`src/rtl/fpadd_arbiter_if.sv`:
```
// fpadd_arbiter_if: requester and adder-side signals of the shared fp16 adder arbiter
interface fpadd_arbiter_if #(
  parameter int NUM_REQ = 4,
  parameter int FP_W = 16
);
  logic [NUM_REQ-1:0] req_valid, req_ready, resp_valid;
  logic [NUM_REQ*FP_W-1:0] req_a, req_b;
  logic [FP_W-1:0] add_a, add_b, add_out, resp_out;
  logic add_overflow, add_sub, resp_overflow, resp_sub;
  modport master (
    output req_valid, req_a, req_b, add_out, add_overflow, add_sub,
    input req_ready, add_a, add_b, resp_valid, resp_out, resp_overflow, resp_sub
  );
  modport slave (
    input req_valid, req_a, req_b, add_out, add_overflow, add_sub,
    output req_ready, add_a, add_b, resp_valid, resp_out, resp_overflow, resp_sub
  );
endinterface

```
`src/rtl/fpadd_arbiter.sv`:
```
// fpadd_arbiter: round-robin sharing of one pipelined fp16 adder; FPADD_ARB_STATS_EN adds issue/overflow counters
module fpadd_arbiter #(
  parameter int NUM_REQ = 4,
  parameter int PIPE_LAT = 2,
  parameter int FP_W = 16
) (
  input logic CLK,
  input logic RST,
  fpadd_arbiter_if.slave bus
`ifdef FPADD_ARB_STATS_EN
  ,
  output logic [15:0] stat_issue,
  output logic [15:0] stat_ovf
`endif
);
  localparam int IW = $clog2(NUM_REQ);
  logic [IW-1:0] ptr, gnt_id, idx;
  logic gnt_any;
  logic [PIPE_LAT:0] tag_v;
  logic [IW-1:0] tag_id [PIPE_LAT+1];
  // rotating priority search that starts at the round-robin pointer
  always_comb begin
    gnt_any = 1'b0;
    gnt_id = '0;
    idx = '0;
    for (int k = 0; k < NUM_REQ; k++) begin
      idx = IW'((int'(ptr) + k) % NUM_REQ);
      if (!gnt_any && bus.req_valid[idx]) begin
        gnt_any = 1'b1;
        gnt_id = idx;
      end
    end
  end
  assign bus.req_ready = gnt_any ? NUM_REQ'(1) << gnt_id : '0;
  // issue stage: capture the granted operands and step the pointer past the winner
  always_ff @(posedge CLK or negedge RST)
    if (!RST) begin
      bus.add_a <= '0;
      bus.add_b <= '0;
      ptr <= '0;
    end else if (gnt_any) begin
      bus.add_a <= bus.req_a[gnt_id*FP_W +: FP_W];
      bus.add_b <= bus.req_b[gnt_id*FP_W +: FP_W];
      ptr <= (gnt_id == IW'(NUM_REQ - 1)) ? '0 : gnt_id + 1'b1;
    end
  // tag shift register: stage 0 sits beside add_a/add_b, stage PIPE_LAT lines up with add_out
  always_ff @(posedge CLK or negedge RST)
    if (!RST) begin
      tag_v <= '0;
      for (int i = 0; i <= PIPE_LAT; i++) tag_id[i] <= '0;
    end else begin
      tag_v <= {tag_v[PIPE_LAT-1:0], gnt_any};
      tag_id[0] <= gnt_id;
      for (int i = 1; i <= PIPE_LAT; i++) tag_id[i] <= tag_id[i-1];
    end
  // steer the aligned adder result back to its requester as a one-cycle pulse
  always_ff @(posedge CLK or negedge RST)
    if (!RST) begin
      bus.resp_valid <= '0;
      bus.resp_out <= '0;
      bus.resp_overflow <= 1'b0;
      bus.resp_sub <= 1'b0;
    end else begin
      bus.resp_valid <= tag_v[PIPE_LAT] ? NUM_REQ'(1) << tag_id[PIPE_LAT] : '0;
      if (tag_v[PIPE_LAT]) begin
        bus.resp_out <= bus.add_out;
        bus.resp_overflow <= bus.add_overflow;
        bus.resp_sub <= bus.add_sub;
      end
    end
`ifdef FPADD_ARB_STATS_EN
  // saturating counts of accepted ops and of overflowing response pulses
  always_ff @(posedge CLK or negedge RST)
    if (!RST) begin
      stat_issue <= '0;
      stat_ovf <= '0;
    end else begin
      if (gnt_any && stat_issue != 16'hFFFF) stat_issue <= stat_issue + 1'b1;
      if (|bus.resp_valid && bus.resp_overflow && stat_ovf != 16'hFFFF) stat_ovf <= stat_ovf + 1'b1;
    end
`endif
endmodule

```
`src/flat_wrapper.sv`:
```
// flat-port wrapper written by rule: the top's interface ports become plain ports
module fpadd_arbiter_flat 
#(
  parameter int NUM_REQ = 4,
  parameter int PIPE_LAT = 2,
  parameter int FP_W = 16
)
  (CLK, RST, bus_req_valid, bus_req_a, bus_req_b, bus_add_out, bus_add_overflow, bus_add_sub, bus_req_ready, bus_add_a, bus_add_b, bus_resp_valid, bus_resp_out, bus_resp_overflow, bus_resp_sub);
  fpadd_arbiter_if #(.NUM_REQ(NUM_REQ), .FP_W(FP_W)) bus_i ();
  input logic CLK;
  input logic RST;
  input wire logic [$bits(bus_i.req_valid)-1:0] bus_req_valid;
  input wire logic [$bits(bus_i.req_a)-1:0] bus_req_a;
  input wire logic [$bits(bus_i.req_b)-1:0] bus_req_b;
  input wire logic [$bits(bus_i.add_out)-1:0] bus_add_out;
  input wire logic [$bits(bus_i.add_overflow)-1:0] bus_add_overflow;
  input wire logic [$bits(bus_i.add_sub)-1:0] bus_add_sub;
  output wire logic [$bits(bus_i.req_ready)-1:0] bus_req_ready;
  output wire logic [$bits(bus_i.add_a)-1:0] bus_add_a;
  output wire logic [$bits(bus_i.add_b)-1:0] bus_add_b;
  output wire logic [$bits(bus_i.resp_valid)-1:0] bus_resp_valid;
  output wire logic [$bits(bus_i.resp_out)-1:0] bus_resp_out;
  output wire logic [$bits(bus_i.resp_overflow)-1:0] bus_resp_overflow;
  output wire logic [$bits(bus_i.resp_sub)-1:0] bus_resp_sub;
  assign bus_i.req_valid = bus_req_valid;
  assign bus_i.req_a = bus_req_a;
  assign bus_i.req_b = bus_req_b;
  assign bus_i.add_out = bus_add_out;
  assign bus_i.add_overflow = bus_add_overflow;
  assign bus_i.add_sub = bus_add_sub;
  assign bus_req_ready = bus_i.req_ready;
  assign bus_add_a = bus_i.add_a;
  assign bus_add_b = bus_i.add_b;
  assign bus_resp_valid = bus_i.resp_valid;
  assign bus_resp_out = bus_i.resp_out;
  assign bus_resp_overflow = bus_i.resp_overflow;
  assign bus_resp_sub = bus_i.resp_sub;
  fpadd_arbiter #(.NUM_REQ(NUM_REQ), .PIPE_LAT(PIPE_LAT), .FP_W(FP_W)) u_core (.CLK(CLK), .RST(RST), .bus(bus_i));
endmodule
```
`config.mk`:
```
export PLATFORM = sky130hd
export DESIGN_NAME = fpadd_arbiter_flat
export DESIGN_NICKNAME = d
export VERILOG_FILES = /design/src/rtl/fpadd_arbiter_if.sv /design/src/rtl/fpadd_arbiter.sv /design/src/flat_wrapper.sv
export SDC_FILE = /design/constraint.sdc
export NUM_CORES = 1
export LEC_CHECK = 0
export ABC_AREA = 1
export CAP_MARGIN = 20
export CORE_ASPECT_RATIO = 1.2
export CORE_MARGIN = 2
export CORE_UTILIZATION = 44
export DETAILED_ROUTE_END_ITERATION = 8
export MAX_ROUTING_LAYER = met4
export PLACE_DENSITY_LB_ADDON = 0.25
export SLEW_MARGIN = 15
export SYNTH_ARGS = -nofsm -noshare
export SYNTH_HDL_FRONTEND = slang
export SYNTH_SLANG_ARGS = --single-unit
```
`constraint.sdc`:
```
create_clock -name CLK -period 3.7 [get_ports CLK]
set_input_delay 0.37 -clock CLK [delete_from_list [all_inputs] [get_ports CLK]]
set_output_delay 0.37 -clock CLK [all_outputs]
set_load 0.01 [all_outputs]
```
density.png
Drawn at 3 px/um. 9 x 11 tiles, from black (low) to pale yellow (high), 0 to 100% covered.
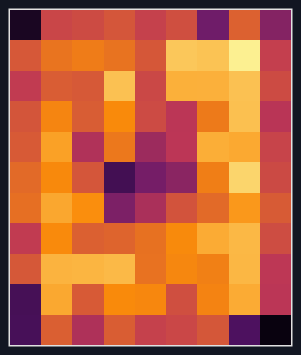
- tiles over 75% full: 23%
- mean over tiles: 62%
- fullest tile: 97%
- emptiest ninth of the die: middle
Starting Density: 44.89%
Core Area: 9467 um2
final core occ: 69.89%

registers.png
Drawn at 3 px/um. Other sequential cells in the stronger gray, the rest of the logic in the fainter gray.
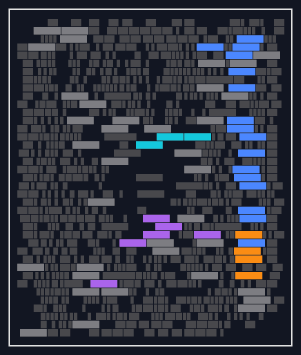
- blue: u_core.bus.resp_out (sequential cells 16)
- purple: u_core.tag_id (sequential cells 6)
- cyan: u_core.tag_v (sequential cells 3)
- orange: u_core.bus.resp_valid (sequential cells 4; where bottom right)
Seq power: 0.00132 W
register area: 1627 um2
flop share of the area: 24.58%

==> changes_impl.md <==
## Flow update

- Status: complete, no violations
- Routed Antenna Nets: 0
- FF-to-FF setup slack: 1.19 ns
- GRT overflow: 0
- Area growth syn-to-layout: 55.71%
- Yosys top cell by instances: nand2_1
- Nets: 1000
- DRT iter0 DRCs: 295
- YS chip area: 4249 um2
- Share of cells above drive strength 1: 4.695%
- Clock-pin transition on the worst setup and hold timing paths: 0.06 ns
- Largest area contributor in the netlist: dfrtp_1
- Kind of critical path: flip-flop to output pin
- Crit. End Element: output pin
- Drt wl/cell: 13.96 um
- Main area contributors: dfrtp_1 38%, nand2_1 30%, nand4_1 9.4%
- Vias per inst: 5.027
- RSZ-0062 raised after global routing: no
- Hold Vio Cnt, Final: 0
- Reg2reg end: u_core.bus.add_b[0]
- Router iterations before antenna repair: 5
- Critical Path RT: 3.33 ns
- Worst path bufs/invs: 3
- EDFF count, synth: 0
- Postcts setup bufs: 0
- Cts-stage hold buffer count: 0
- FF-to-FF path depth: 13
- Mapped Cells: 660
- CP Depth: 10
- Final min period: 3.158 ns
- First-pass GRT wire length: 22080 um
- Crit path launch type: flip-flop
- Slew Limit Fails: 0
- Pin count of the biggest net entering global routing: 59
- Top cell family by delay on the critical path: simple AND/OR/NAND/NOR gates
- Final period utilization: 85.36%
- Leakage Power: 3.501 nW
- Cell Type Count: 20
- Slowest cell on crit path: dfrtp_1
- Clock root buffer: clkbuf_16
- Total Wirelength: 13610 um
- Worst-path cell chain: nand2_1 -> nand3_1 -> nand2_1 -> nor2_2 -> nand3_1 -> nand3_2 -> buf_4 -> inv_2 -> nor2_1 -> clkdlybuf4s50_1
- Synth Cell Area: 4249 um2
- Ports: 210
- R2r startpoint: u_core.ptr[0]
- Yosys cell count: 660
- Yosys warning tally: 0
- Rows: 39
- Register area share after synthesis: 38.28%
- Vias in the first global route: 4757
- H-tree levels: 3
- # port buffers: 209
- Synth cell count leaders: 345 x nand2_1, 77 x inv_1, 65 x dfrtp_1
- Worst relative slew slack: 37.65%
- CP max FO: 22
- Die area: 10460 um2
- TNS Setup: 0 ns
- Placed wire-length estimate: 9790 um
- DR vias: 4901
pdn.png
Drawn at 3 px/um. Pins as bars on the die edge.
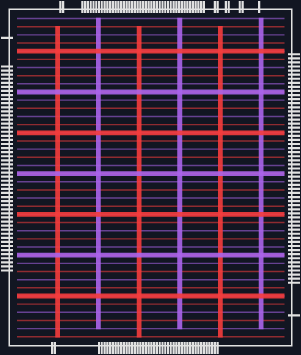
- red: VSS
- purple: VDD
- met5 straps: 7
- met4 straps: 6
DIE WIDTH: 93.71 um
Die Height: 111.7 um
worst IR drop on VDD: 1824 uV

final_clocks.png
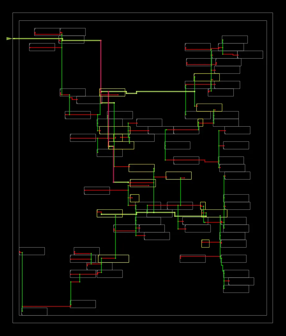
Power Clock: 0.000895 W
Latency at later pin: 0.33 ns
Fin Clk Skew: 0.008955 ns
sequential cells: 65
cts bufs inserted: 9

-- cell type report --
cell class / count / area (um2)
Clock buffer: 9 / 225.2
Timing Repair Buffer: 221 / 2177
Clock inverter: 7 / 95.09
Sequential cell: 65 / 1627
Multi-Input combinational cell: 469 / 2029
Fill cell: 784 / 2850
Inverter: 81 / 309.0
Tap cell: 123 / 153.9
-- sequential cells by signal, indices dropped and copies added (netlist names) --
| signal | flops |
|---|---|
| u_core.bus.add_a | 16 |
| u_core.bus.add_b | 16 |
| u_core.bus.resp_sub | 1 |
| u_core.ptr | 2 |
| u_core.tag_id | 6 |
| u_core.tag_v | 3 |
| u_core.bus.resp_overflow | 1 |
| u_core.bus.resp_out | 16 |
| u_core.bus.resp_valid | 4 |
-- cells by family after synthesis --
| group | after synthesis | share of synthesized area (%) |
|---|---|---|
| simple gates | 465 | 46.88 |
| fa+ha+maj | 1 | 0.2944 |
| buf+inv | 126 | 14.13 |
| flops | 65 | 38.28 |
| compound gates | 3 | 0.4123 |
-- report_power, final --
group,internal [W],switching [W],leakage (nW),total [W]
registers,0.00110,0.000218,0.773,0.00132
logic,0.00175,0.00270,2.57,0.00445
clock network,0.000589,0.000307,0.155,0.000895
-- routing by layer --
metal | part of all wire [%] | track usage (%)
met1 | 38 | 30.88
met2 | 52 | 46.48
met3 | 8.0 | 6.495
met4 | 1.8 | 7.536
met5 | 0 | -
-- stage by stage --
stage          setup slack [ns]  total power [W]  hold slack [ns]  cell area [um2]  std cells
4_1_cts                  0.5902         0.006661           0.2225             6616        975
6_report                 0.5416         0.006663           0.1904             6616        975
3_5_place_dp             0.6933         0.005720           0.3347             6296        959
5_1_grt                  0.3887         0.007319           0.2810             6616        975
2_1_floorplan             1.625         0.004394          0.07441             4249        660
3_3_place_gp             0.8465         0.005581           0.3332             6296        959
-- worst register-to-register path: stages, from the launching register on --
cell     delay [ns]
dfrtp_1        0.59
nand2_1        0.15
nand3_1        0.15
nand2_1        0.11
nor2_2         0.22
nand3_1        0.15
nand3_2        0.12
buf_4          0.27
inv_2          0.06
buf_4          0.26
nand2_1        0.12
nand2_1        0.06
nand2_1        0.06
nand2_1        0.06
-- cell usage in the layout (no fill, tap or decap) --
cell type,instances
a31oi_1,1
buf_2,1
buf_4,12
bufinv_16,2
clkbuf_16,9
clkdlybuf4s50_1,208
clkinv_2,2
clkinv_4,2
clkinvlp_4,1
dfrtp_1,65
ha_1,1
inv_1,77
inv_2,3
inv_6,1
nand2_1,345
nand2_2,2
nand3_1,39
nand3_2,3
nand3_4,1
nand4_1,64
nor2_1,6
nor2_2,1
nor3_1,4
o21ai_0,1
o22ai_1,1
-- worst max path at each step --
stage,start,to
final,u_core.ptr[0],bus_req_ready[2]
after global routing,u_core.ptr[0],bus_req_ready[2]
after CTS,u_core.ptr[0],bus_req_ready[2]
after detailed placement,bus_req_valid[1],bus_req_ready[2]
after global placement,bus_req_valid[3],bus_req_ready[2]
after floorplan,u_core.ptr[0],bus_req_ready[3]
Power is estimated from default activity; no workload was simulated.
